===== src/rtl/pipe_ctrl_pkg.sv =====
// pipe_ctrl_pkg: shared types and constants for the pipeline hazard controller
package pipe_ctrl_pkg;
  localparam int MAX_REG_W = 8;
  typedef enum logic [1:0] {RUN, DRAIN, HALTED} state_t;
  localparam logic [1:0] FWD_RF = 2'b00;
  localparam logic [1:0] FWD_MEM = 2'b10;
  localparam logic [1:0] FWD_WB = 2'b01;
  typedef struct packed {
    logic [MAX_REG_W-1:0] rd;
    logic [MAX_REG_W-1:0] rs1;
    logic [MAX_REG_W-1:0] rs2;
    logic reg_write;
    logic mem_read;
  } ex_shadow_t;
  typedef struct packed {
    logic [MAX_REG_W-1:0] rd;
    logic reg_write;
  } wb_shadow_t;
endpackage


===== src/rtl/fwd_select.sv =====
// fwd_select: priority compare of one EX source register against MEM and WB writers
module fwd_select
  import pipe_ctrl_pkg::*;
(
  input  logic [MAX_REG_W-1:0] src,
  input  wb_shadow_t           mem,
  input  wb_shadow_t           wb,
  output logic [1:0]           sel
);
  assign sel = (mem.reg_write && mem.rd != '0 && mem.rd == src) ? FWD_MEM :
               (wb.reg_write && wb.rd != '0 && wb.rd == src) ? FWD_WB : FWD_RF;
endmodule


===== src/rtl/hazard_controller.sv =====
// hazard_controller: load-use stall, branch flush, forwarding and halt/drain control
module hazard_controller
  import pipe_ctrl_pkg::*;
#(
  parameter int REG_W = 5,
  parameter int CNT_W = 32,
  parameter int DRAIN_CYCLES = 3
) (
  input  logic             clk,
  input  logic             reset,
  input  logic [REG_W-1:0] id_rs1,
  input  logic [REG_W-1:0] id_rs2,
  input  logic             id_use_rs1,
  input  logic             id_use_rs2,
  input  logic [REG_W-1:0] id_rd,
  input  logic             id_reg_write,
  input  logic             id_mem_read,
  input  logic             mem_branch_taken,
  input  logic             halt,
  output logic             pc_write,
  output logic             ifid_write,
  output logic             ifid_flush,
  output logic             idex_bubble,
  output logic             exmem_flush,
  output logic [1:0]       forward_a,
  output logic [1:0]       forward_b,
  output logic             wb_bypass_a,
  output logic             wb_bypass_b,
  output logic             halted,
  output logic [CNT_W-1:0] stall_count,
  output logic [CNT_W-1:0] flush_count
);
  localparam int DW = DRAIN_CYCLES > 1 ? $clog2(DRAIN_CYCLES) + 1 : 1;
  state_t state, state_n;
  logic [DW-1:0] dcnt;
  ex_shadow_t ex;
  wb_shadow_t mem, wb;
  logic [MAX_REG_W-1:0] rs1, rs2, rd;
  logic load_use, stop;
  assign rs1 = MAX_REG_W'(id_rs1);
  assign rs2 = MAX_REG_W'(id_rs2);
  assign rd = MAX_REG_W'(id_rd);
  assign load_use = ex.mem_read && ex.rd != '0 &&
                    ((id_use_rs1 && ex.rd == rs1) || (id_use_rs2 && ex.rd == rs2));
  // A stall in RUN only comes from load-use; DRAIN and HALTED always hold the front end.
  assign stop = state != RUN || load_use;
  // A taken branch overrides every hold so the branch target is always captured.
  assign pc_write = mem_branch_taken || !stop;
  assign ifid_write = mem_branch_taken || !stop;
  assign ifid_flush = mem_branch_taken;
  assign idex_bubble = mem_branch_taken || stop;
  assign exmem_flush = mem_branch_taken;
  assign halted = state == HALTED;
  assign wb_bypass_a = wb.reg_write && wb.rd != '0 && id_use_rs1 && wb.rd == rs1;
  assign wb_bypass_b = wb.reg_write && wb.rd != '0 && id_use_rs2 && wb.rd == rs2;
  fwd_select u_fwd_a (.src(ex.rs1), .mem(mem), .wb(wb), .sel(forward_a));
  fwd_select u_fwd_b (.src(ex.rs2), .mem(mem), .wb(wb), .sel(forward_b));
  // Next state: dropping halt always resumes; drain ends after DRAIN_CYCLES bubbles.
  always_comb begin
    state_n = state == RUN ? (halt ? DRAIN : RUN) :
              !halt ? RUN :
              (state == DRAIN && dcnt == DW'(DRAIN_CYCLES - 1)) ? HALTED : state;
  end
  // Shadow pipeline, FSM state, drain counter and event counters.
  always_ff @(posedge clk) begin
    if (reset) begin
      state <= RUN;
      dcnt <= '0;
      ex <= '0;
      mem <= '0;
      wb <= '0;
      stall_count <= '0;
      flush_count <= '0;
    end else begin
      state <= state_n;
      dcnt <= state == DRAIN ? dcnt + 1'b1 : '0;
      ex <= idex_bubble ? '0 : ex_shadow_t'{rd: rd, rs1: rs1, rs2: rs2,
                                            reg_write: id_reg_write, mem_read: id_mem_read};
      mem <= exmem_flush ? '0 : wb_shadow_t'{rd: ex.rd, reg_write: ex.reg_write};
      wb <= mem;
      stall_count <= stall_count + CNT_W'(state == RUN && load_use && !mem_branch_taken);
      flush_count <= flush_count + CNT_W'(mem_branch_taken);
    end
  end
endmodule


===== config.mk =====
export PLATFORM = sky130hd
export DESIGN_NAME = hazard_controller
export DESIGN_NICKNAME = d
export VERILOG_FILES = /design/src/rtl/pipe_ctrl_pkg.sv /design/src/rtl/fwd_select.sv /design/src/rtl/hazard_controller.sv
export SDC_FILE = /design/constraint.sdc
export NUM_CORES = 1
export LEC_CHECK = 0
export CAP_MARGIN = 0
export CELL_PAD_IN_SITES_DETAIL_PLACEMENT = 1
export CELL_PAD_IN_SITES_GLOBAL_PLACEMENT = 1
export CORE_MARGIN = 4
export CORE_UTILIZATION = 34
export CTS_CLUSTER_SIZE = 20
export DETAILED_ROUTE_END_ITERATION = 8
export PLACE_DENSITY = 0.8
export SYNTH_ARGS = -nofsm -noshare
export SYNTH_HDL_FRONTEND = slang
export SYNTH_SLANG_ARGS = --single-unit

===== constraint.sdc =====
create_clock -name clk -period 2.98 [get_ports clk]
set_clock_uncertainty 0.2 [all_clocks]
set_input_delay 0.596 -clock clk [delete_from_list [all_inputs] [get_ports clk]]
set_output_delay 0.596 -clock clk [all_outputs]
set_load 0.01 [all_outputs]

run_1/m2.png
Drawn at 3 px/µm.
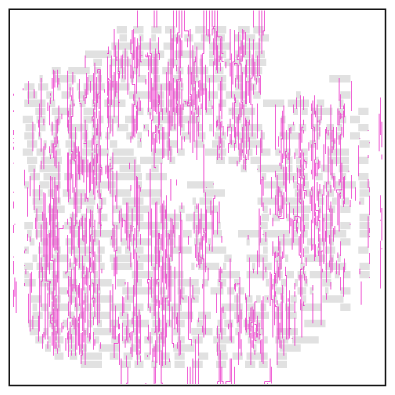
- main direction: vertical
- nets with wire on the layer: 634
- wire length on this layer: 7570 µm
- longest straight run: 43.2 µm
- share of all routed wire: 51%
met2 usage in global routing: 32.0%
overall routed net length: 14.7 mm

run_1/layers.png
Drawn at 3 px/µm. Two of the layers only.
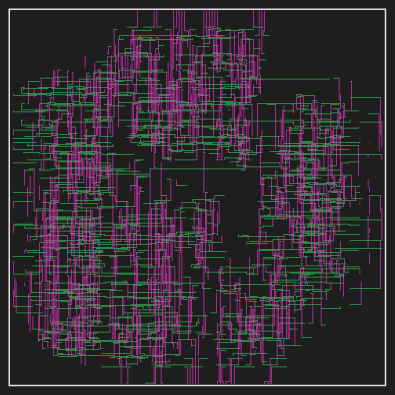
- magenta: M2 (wire length 7570 µm)
- green: M1 (wire length 6240 µm)

run_1/pinout.png
Drawn at 4 px/µm. Pins as bars across the die edge, other pins in grey.
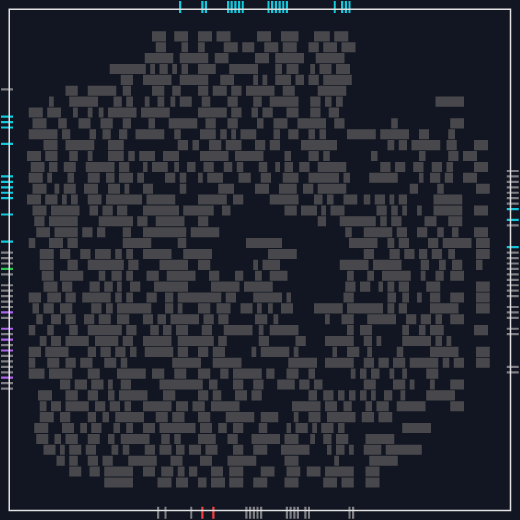
- green: `id_reg_write` (pins 1; direction input; edge left)
- purple: `id_rs1` (pins 5; direction input; edge left)
- cyan: `stall_count` (pins 32; direction output; edge 18 top, 11 left, 3 right)
- red: `forward_a` (pins 2; direction output; edge bottom)
- all pins by edge: 36 left, 27 right, 18 bottom, 18 top

-- run 1: worst register-to-register path: cells and delay by family (launching register included) --
kind,cells,cell delay [ps]
adder cells (fa/ha/maj),2,260
AND/OR/NAND/NOR,5,1290
XOR/XNOR,1,180
buffers and inverters,2,320
AND-OR/OR-AND,2,310
flip-flops,1,380
-- run 1: per-stage QoR --
step                      area, µm²  worst slack (ps)  util, %
final                          6610             -32.4     49.7
after global routing           6610              -165     49.7
after CTS                      6420             0.256     48.3
after detailed placement       6010              -636     45.2
after global placement         6010              -538     45.2
after floorplan                4670             -3.33        -
-- run 1: registers in the layout (all words and copies together) (netlist names) --
name and cells:
dcnt 3, flush_count 32, ex 17, mem 6, wb 6, stall_count 32, state 2
==> run summary, run 1 <==
The synthesis and place-and-route flow finished, so here is a summary.

The flow ran to the end, but the final reports show violations. The checks that failed: negative setup slack. The switching portion of total power comes to 22.1%.

The final sequential cell count came out at 98. 99 I/O pins were placed. STA classifies the critical path startpoint as a primary input.

The maximum vdd drop came out at 0.000269 V. The combined area of all synthesized cells is 4650 µm². Per the Yosys statistics, synthesis produced 521 cells.

After floorplanning, the die was sized to cover 15600 µm². The via count of the first global-routing pass came out at 4694. The vias per cell came out at 5.39. The origin of the worst setup path is id_rs1[1].

In the power breakdown, the biggest contributor is the clock network. The report lists the number of cells resized after CTS as 57. The most utilized layer in the global route result is met2. The combined buffer and inverter count along the critical path is 3.

Of the available clock period, the critical path in the final layout requires 101%. Global routing used 17.9% of the available tracks across all layers. The combinational family with the most area after synthesis is simple AND/OR/NAND/NOR gates. The predominant post-synthesis flop cell is sky130_fd_sc_hd__dfxtp_1. Headroom to the max-slew limit came out at 53.1%.

The last timing report of the flow puts the setup violation total at 3. After synthesis the netlist holds a flip-flop and latch count of 98. The required time of the critical path is 3070 ps. The clock input transition at the sequential cells of the worst setup and hold paths came out at 70 ps. The yosys synthesis warning count is 0. The detailed-route DRC error count is 0.

The most popular library cell in the synthesized design by count is sky130_fd_sc_hd__dfxtp_1. The number of cells after detailed placement is 803. Summed over all instances, the cell type with the most area after synthesis is sky130_fd_sc_hd__dfxtp_1. The setup slack on the worst flop-to-flop path is -30 ps. The count of port buffers added during placement is 98. The tally of max-capacitance violations is 0. The highest clock frequency the design can meet is 332 MHz.

The adder-cell share of the synthesized area is 1.62%. The register area came out at 1980 µm². The most common logic cells in the final layout are sky130_fd_sc_hd__dfxtp_1 (93), sky130_fd_sc_hd__clkdlybuf4s50_1 (79), sky130_fd_sc_hd__buf_4 (47). The power drawn by the sequential cells came out at 0.00134 W.

The power in the clock group came out at 0.00135 W. For met3 alone, demand over resource in global routing was 4.07%. After clock tree synthesis, the flow added hold-fix buffers numbering 0. The classification of the worst-slack hold path is reg2reg.

The total via count after detailed routing is 4476. The area of the core came out at 13300 µm². At the later pin of the worst-skew pair, clock insertion delay measures 350 ps. Sequential cells were found to cover 42.2% of the synthesized design area.

The number of clock sinks came to 98. The worst hold slack after final layout is 229 ps. Among cell families on the critical path, the largest total delay comes from simple AND/OR/NAND/NOR gates. The sort of element at the end of the critical path is a register. The width of the die came out at 125 µm.

The number of distinct library cell variants in the gate-level netlist after synthesis came out at 40. Summed over all combinational cells, the power is 0.000181 W. Summing the areas of all and, or, nand and nor instances in the mapped netlist gives 27.4% of the synthesized area.

Per the OpenROAD timing report, the critical path contains 13 cells. The number of setup buffers added after CTS is 7. The post-synth tally of flip-flops with integrated enable is 0. The maximum cell stage delay along the critical path came out at 490 ps. The number of well-tap cells placed came out at 176. For reference, the top cells by area after synthesis are sky130_fd_sc_hd__dfxtp_1 (42%), sky130_fd_sc_hd__xnor2_1 (6.6%), sky130_fd_sc_hd__a21oi_1 (5.7%), sky130_fd_sc_hd__xor2_1 (5.5%), sky130_fd_sc_hd__or4_1 (5.2%). Per the final report, the share of cell area in clock cells is 5.19%. The report lists the cells along the critical path as clkdlybuf4s15_2 > xnor2_2 > nand4_1 > o22ai_4 > and3_4 > ha_4 > buf_6 > ha_4 > and3_4 > nand4_1 > buf_6 > or4_4 > a21oi_2. The xor-xnor portion of the synthesized cell area came out at 12.1%.

Setup repair after global routing could not meet its margin everywhere. The global route total overflow came out at 0. The non-clock buffer total of the final layout came out at 150.

In this run, flip-flops and latches consume 46.7% of the power. The filler-free cell count of the finished design is 830. The final antenna diode tally reported by the flow is 0. After synthesis, the most frequently instantiated cells are sky130_fd_sc_hd__dfxtp_1 (98), sky130_fd_sc_hd__a21oi_1 (53), sky130_fd_sc_hd__xnor2_1 (35).

The synthesized netlist cell count is 521. Detailed-route iteration 0 reported a violation count of 265. The proportion of power drawn by combinational gates is 6.3%. The number of H-tree branching levels came out at 3. The number of cells on the worst hold path came out at 1. The number of pins with negative max-slew slack in the final report is 0. Global routing used 20.9% of the available met1 tracks. In the final design, more cell area goes to logic gates than to any other class.

Per the TritonCTS log, the buffer count is 9. The power report puts the net switching power at 0.000633 W. The first-pass GRT wire length came out at 23.3 mm. The leakage dissipation is 2.35 nW.

The number of cell rows is 42. The number of fill cells in the layout came out at 1525. The share of synthesized registers carrying an async set or reset is 0%. The post-synthesis area per instance is 8.92 µm². STA lists the endpoint of the worst register-to-register path as stall_count[26]$_SDFF_PP0_. The startpoint identified for the worst hold timing path is ex[1]$_SDFF_PP0_. The flow measured a signed area growth from synthesis to layout of 42.2%.

TritonCTS built the clock tree. The post-route met1 wirelength came out at 6.24 mm. The total power density per cell area is 434 nW/µm². The post-DP HPWL came out at 10.1 mm.

The internal power came out at 0.00223 W. The timing report shows that the slowest cell on the worst path is sky130_fd_sc_hd__or4_4. The detailed-router iteration count before antenna repair came out at 4. The number of nets with antenna violations after detailed routing is 0.

The initial antenna violation count came to 0. The power report attributes to the clock group a share of 47.0%. Looking at the clock tree report, the root buffer type is sky130_fd_sc_hd__clkbuf_16. Counting the clock-network buffers in the layout gives 9. Logic depth along the worst register-to-register path is recorded as 12. After synthesis, the largest area contributor takes up 42.2% of total cell area. The non-clock inverter instance count of the final layout came out at 8. Summing the areas of all compound-gate instances in the mapped netlist gives 12.1% of the synthesized area.

The highest routing layer actually used is met4. The starting density of the core came out at 35.0%. The total negative slack is -45.7 ps. Hold analysis lists the worst path endpoint as mem[0]$_SDFF_PP0_. The minimum clock period after layout is 3010 ps. The buffer share of cell area is 20.4%. When the netlist entered floorplanning its net count stood at 550. The maximum number of pins on one net before global-route repair came out at 40. The floorplan step set the die height to 125 µm. The slack of the critical path is -32.4 ps.

The multi-input combinational cell count is 382. The sequential share of cell area came out at 29.9%. For this run, the chip area from Yosys synthesis comes to 4650 µm². The dominant logic cell type in the layout is sky130_fd_sc_hd__dfxtp_1.

Multi-input logic gates represent a cell area share of 40.7%. STA lists the startpoint of the worst register-to-register path as ex[20]$_SDFF_PP0_. The share of layout cells above drive strength 1 is 20.0%. The pin slew with the least headroom to its limit is 704 ps. The logic area came out at 2690 µm².

For reference, the critical path is captured by stall_count[26]$_SDFF_PP0_. The critical path maximum fanout is 4. The post-layout total power came out at 0.00287 W. The critical path data arrival time is 3100 ps. The mux share of post-synthesis cell area came out at 0.242%. The routed length on met2 came out at 7.56 mm. Looking at the clock tree report, the maximum root-to-sink buffer count equals 2. The net count of the finished layout is 678. The average wire per cell in the routed design is 17.7 µm. Routability-driven placement finished with a final weighted congestion of 0.894. The number of logged tool warnings came out at 29. The number of endpoints with negative hold slack in the final report is 0. For reference, the most critical setup path is categorized as in2reg.

The wire length on met3 is 648 µm.
run_1/closeup.png
Window x 42 to 82, y 42 to 82 µm. Cells in grey, sequential cells in the stronger grey; small squares are vias.
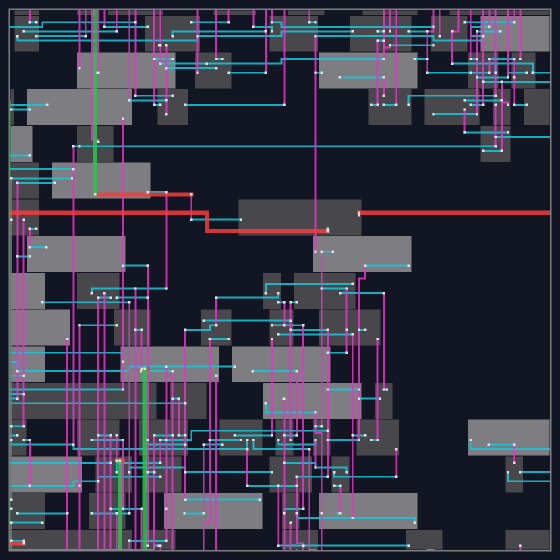

==> run 2: changes to the inputs <==
==> constraint.sdc (replaced) <==
create_clock -name clk -period 2.98 [get_ports clk]
set_clock_uncertainty 0.2 [all_clocks]
set_input_delay 0.596 -clock clk [delete_from_list [all_inputs] [get_ports clk]]
set_output_delay 0.596 -clock clk [all_outputs]
set_load 0.05 [all_outputs]
run_2/closeup.png
Window x 42 to 82, y 42 to 82 µm. Cells in grey, sequential cells in the stronger grey; small squares are vias.
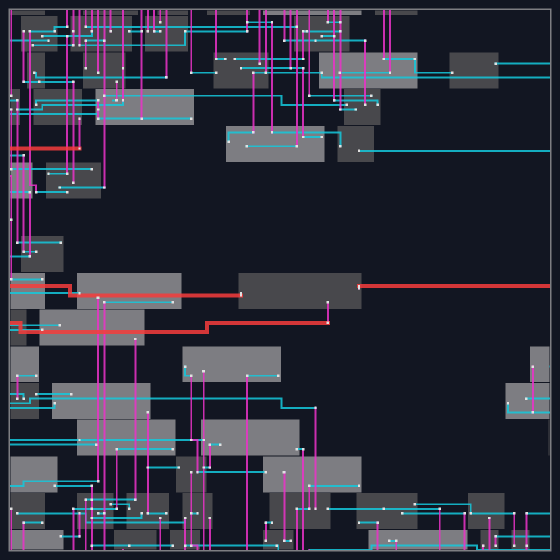
- cyan: M1
- magenta: M2
- red: M3
- sequential cells in the window: 12
- cells with their middle in the window: 40
- netlist names of flops here include: `mem` (5), `stall_count` (3), `flush_count` (2)
- most frequent: dfxtp_1 (10), nor2b_1 (4)

==> run 2 against run 1 <==
  * Non-clock buffer count decreased by 10
  * The run still ends with negative setup slack left
  * Register-to-register slack about the same
  * Sequential power about the same
  * Cell area increased by 0.87%
  * Highest routed layer unchanged
  * Via count decreased by 1.7%
  * Critical endpoint is now stall_count[20]$_SDFF_PP0_
  * Largest power group is now registers
  * Cell count decreased by 1.2%
  * Clock-buffer cell count increased by 1
==> run summary, run 2 <==
The synthesis and place-and-route flow finished, so here is a summary.

The flow ran to the end, but the final reports show violations. The checks that failed: negative setup slack. The synthesized-area fraction occupied by and/or/nand/nor cells came out at 27.4% (unchanged). The detailed-router iteration count before antenna repair is 4 (unchanged).

The vias per cell came to 5.36 (-0.52%). The most utilized layer in the global route result is met2. The maximum cell stage delay along the critical path came out at 430 ps (-60 ps). The share of synthesized registers carrying an async set or reset came out at 0% (unchanged). The number of cells after detailed placement is 794 (-1.1%). The commonest register cell is sky130_fd_sc_hd__dfxtp_1. Walking the worst path, the cells encountered are buf_2 > xnor2_1 > nand4_1 > o22ai_4 > and3_4 > ha_4 > buf_6 > ha_4 > and3_4 > nand4_1 > buf_6 > or4_4 > a21oi_2. The detailed-route DRC error count was 0 (unchanged). STA lists the endpoint of the worst register-to-register path as stall_count[20]$_SDFF_PP0_. Setup repair after global routing could not meet its margin everywhere.

The met3 layer usage reported by global route was 3.60% (-0.47 points). The initial antenna violation count is 0 (unchanged). The starting density of the core was 35.0% (unchanged). Leaving out fill and tap cells, the most frequent cells in the layout are sky130_fd_sc_hd__dfxtp_1 (91), sky130_fd_sc_hd__clkdlybuf4s50_1 (73), sky130_fd_sc_hd__a21oi_1 (40).

The final standard cell utilization of the core is 50.1% (+0.43 points). The average wire per cell in the routed design came to 17.6 µm (-0.71%). The final routed wirelength across all metal layers came out at 14.4 mm (-1.9%). The number of logged tool warnings is 30 (+3.4%).

The area fraction in compound gates is 12.1% (unchanged). Among the non-sequential cells, simple AND/OR/NAND/NOR gates take the most area. The total via count after detailed routing came out at 4399 (-1.7%). The xor-xnor portion of the synthesized cell area is 12.1% (unchanged). Per the synthesis report, the dominant area consumer among library cells is sky130_fd_sc_hd__dfxtp_1. The combined buffer and inverter count along the critical path came to 3 (unchanged). The mux share of post-synthesis cell area was 0.242% (unchanged).

The final period utilization is 101% (+0.26 points). The initial DRC count was 206 (-22%). The chip area line of the yosys report came out at 4650 µm² (unchanged).

The via count of the first global-routing pass came to 4702 (+0.17%). The worst-case clock buffer depth is 2 (unchanged). The critical path class is in2reg.

The number of cells traversed by the worst register-to-register path came out at 12 (unchanged). The commonest cells after synthesis are sky130_fd_sc_hd__dfxtp_1 (98), sky130_fd_sc_hd__a21oi_1 (53), sky130_fd_sc_hd__xnor2_1 (35). The count of inserted antenna diode cells was 0 (unchanged).

The width of the die came out at 125 µm (unchanged). The number of cell rows came out at 42 (unchanged). The area of the core came to 13300 µm² (unchanged). The net count of the mapped netlist came out at 550 (unchanged).

The power drawn by the sequential cells came to 0.00134 W (about the same). The portion of total power attributed to the clock network is 43.3% (-3.7 points). In this run the critical register-to-register path is launched from ex[19]$_SDFF_PP0_.

The post-synth tally of flip-flops with integrated enable came to 0 (unchanged). Signal routing reaches up to met4. The slack of the critical path was -40.1 ps (-7.70 ps). The type of origin of the critical path is a primary input. The total number of clock tree sinks was 98 (unchanged). The wire length on met3 is 576 µm (-11%). The net switching fraction of the power is 23.7% (+1.6 points). The global-route met1 utilization came to 21.5% (+0.60 points). The combined area of all synthesized cells is 4650 µm² (unchanged). The kind of cell with the highest combined delay on the critical path is simple AND/OR/NAND/NOR gates. The post-route met1 wirelength is 6.33 mm (+1.4%). The flip-flop and latch count after synthesis came out at 98 (unchanged). The leakage dissipation came out at 2.33 nW (-1.0%). The global route total overflow came out at 0 (unchanged).

The synthesized netlist cell count came out at 521 (unchanged). The count of instantiated cells in the yosys netlist is 521 (unchanged). Compared with the post-synthesis result, the final layout area differs by 43.4%. The yosys synthesis warning count came out at 0 (unchanged). The standard cell area after detailed placement is 6040 µm² (+0.44%). The adder-cell share of the synthesized area came out at 1.62% (unchanged).

The proportion of power drawn by combinational gates was 7.2% (+0.9 points). The number of pins with negative max-slew slack in the final report came out at 0 (unchanged). In the post-synthesis netlist, the biggest area contributors are sky130_fd_sc_hd__dfxtp_1 (42%), sky130_fd_sc_hd__xnor2_1 (6.6%), sky130_fd_sc_hd__a21oi_1 (5.7%), sky130_fd_sc_hd__xor2_1 (5.5%), sky130_fd_sc_hd__or4_1 (5.2%). The number of nets in the layout is 668 (-1.5%).

The worst-case setup slack after placement is -743 ps (-107 ps). The largest registers in the layout are flush_count: 32 flops, stall_count: 32 flops, ex: 17 flops. The final setup violation count came out at 5 (+2). The critical path's slowest stage uses the library cell sky130_fd_sc_hd__or4_4. TritonCTS built the clock tree. The power in the clock group came out at 0.00117 W (-10%). The setup slack on the worst flop-to-flop path came out at -30 ps (about the same). The met2 global-route usage is 31.3% (-0.73 points).

The count of port buffers added during placement is 98 (unchanged). The total negative slack was -108 ps (-62.7 ps). The fraction of post-synthesis cell area in the top cell type by area came out at 42.2% (unchanged). The critical path data arrival time was 3090 ps (about the same). The largest fanout on the critical path was 7 (+3). The number of endpoints with negative hold slack in the final report was 0 (unchanged). The number of clock buffers inserted by TritonCTS came to 9 (unchanged). The combinational-cell power consumption came out at 0.000195 W (+8%).

The tally of max-capacitance violations came out at 0 (unchanged). The minimum clock period after layout was 3020 ps (+7.70 ps). The sequential fraction of the synthesis area is 42.2% (unchanged). The required time of the critical path is 3050 ps (-20 ps). The number of fill cells in the layout came out at 1509 (-1.0%). The area of all placed cells without fillers came out at 6670 µm² (+0.87%). The clock input transition at the sequential cells of the worst setup and hold paths is 70 ps (about the same). The worst hold slack after final layout came out at 230 ps (+1.10 ps). The post-layout total power was 0.00270 W (-5.7%). The internal power is 0.00206 W (-7.7%). The most common cell in the synthesized netlist is sky130_fd_sc_hd__dfxtp_1. The maximum vdd drop came out at 0.000220 V (-18%). Leaving out fill and tap cells, the most frequent cell in the layout is sky130_fd_sc_hd__dfxtp_1. The number of H-tree branching levels is 3 (unchanged). The root buffer cell is sky130_fd_sc_hd__clkbuf_16. The filler-free cell count of the finished design is 820 (-1.2%). The routed length on met2 came out at 7.16 mm (-5.4%). The number of distinct library cell variants in the gate-level netlist after synthesis came to 40 (unchanged). The final estimated routing congestion in global placement was 0.838 (-6.2%).

The most critical setup path has its endpoint at stall_count[20]$_SDFF_PP0_. The endpoint with the worst hold slack is mem[0]$_SDFF_PP0_. The global routing usage summed across all routing layers is 17.9% (-0.055 points).

The top-level I/O count came out at 99 (unchanged). The fraction of power consumed by sequential logic is 49.5% (+2.8 points). The share of layout cells above drive strength 1 is 23.4% (+3.4 points). The area enclosed by the die boundary is 15600 µm² (unchanged). The net switching power of the design came out at 0.000641 W (+1.3%). The total power density per cell area is 406 nW/µm² (-6.5%). The largest part of the power goes to registers. The highest clock frequency the design can meet is 331 MHz (-0.26%). The classification of the worst-slack hold path is reg2reg.

The startpoint of the tightest hold check path is ex[1]$_SDFF_PP0_. The maximum number of pins on one net before global-route repair is 45 (+13%). The post-DP HPWL is 9.70 mm (-3.7%). The post-synthesis area per instance came out at 8.92 µm² (unchanged).

The worst slew margin relative to its limit came out at 45.5% (-7.5 points). The height of the die is 125 µm (unchanged). The first-pass GRT wire length is 23.3 mm (+0.15%).

Tracing the worst setup path back leads to its startpoint at id_rs1[1]. The pin slew with the least headroom to its limit came to 817 ps (+113 ps). The number of cells on the worst hold path is 1 (unchanged). The number of logic stages on the critical path including buffering is 13 (unchanged).

The later-pin clock latency in the skew report came to 350 ps (about the same). The number of nets with antenna violations after detailed routing is 0 (unchanged). STA classifies the critical path endpoint as a register.
run 2: logic make-up (layout without fill, tap and decap cells):
logic type / Yosys count / after routing
AND/OR/NAND/NOR: 214 / 214
flip-flops: 98 / 98
AND-OR/OR-AND: 97 / 97
XOR/XNOR: 64 / 64
buffers and inverters: 41 / 164
adder cells (fa/ha/maj): 6 / 6
multiplexers: 1 / 1
run 2: cell type report:
cell class	count	area, µm²	share of cell area (%)
multi-input combinational	382	2810	42.1
sequential	98	1980	29.7
timing repair buffer	140	1340	20.0
clock buffer	10	229	3.44
tap	176	220	3.30
clock inverter	6	67.6	1.01
inverter	8	30.0	0.451
run 2: what timing repair did:
item                       CTS  global route
setup endpoints to repair   24            24
pin swaps                   36            21
gates cloned                 2             0
setup buffers                7             2
hold buffers                 0             0
gates resized               70            44
Power figures rest on the tool's default switching activity, not on a simulated workload.
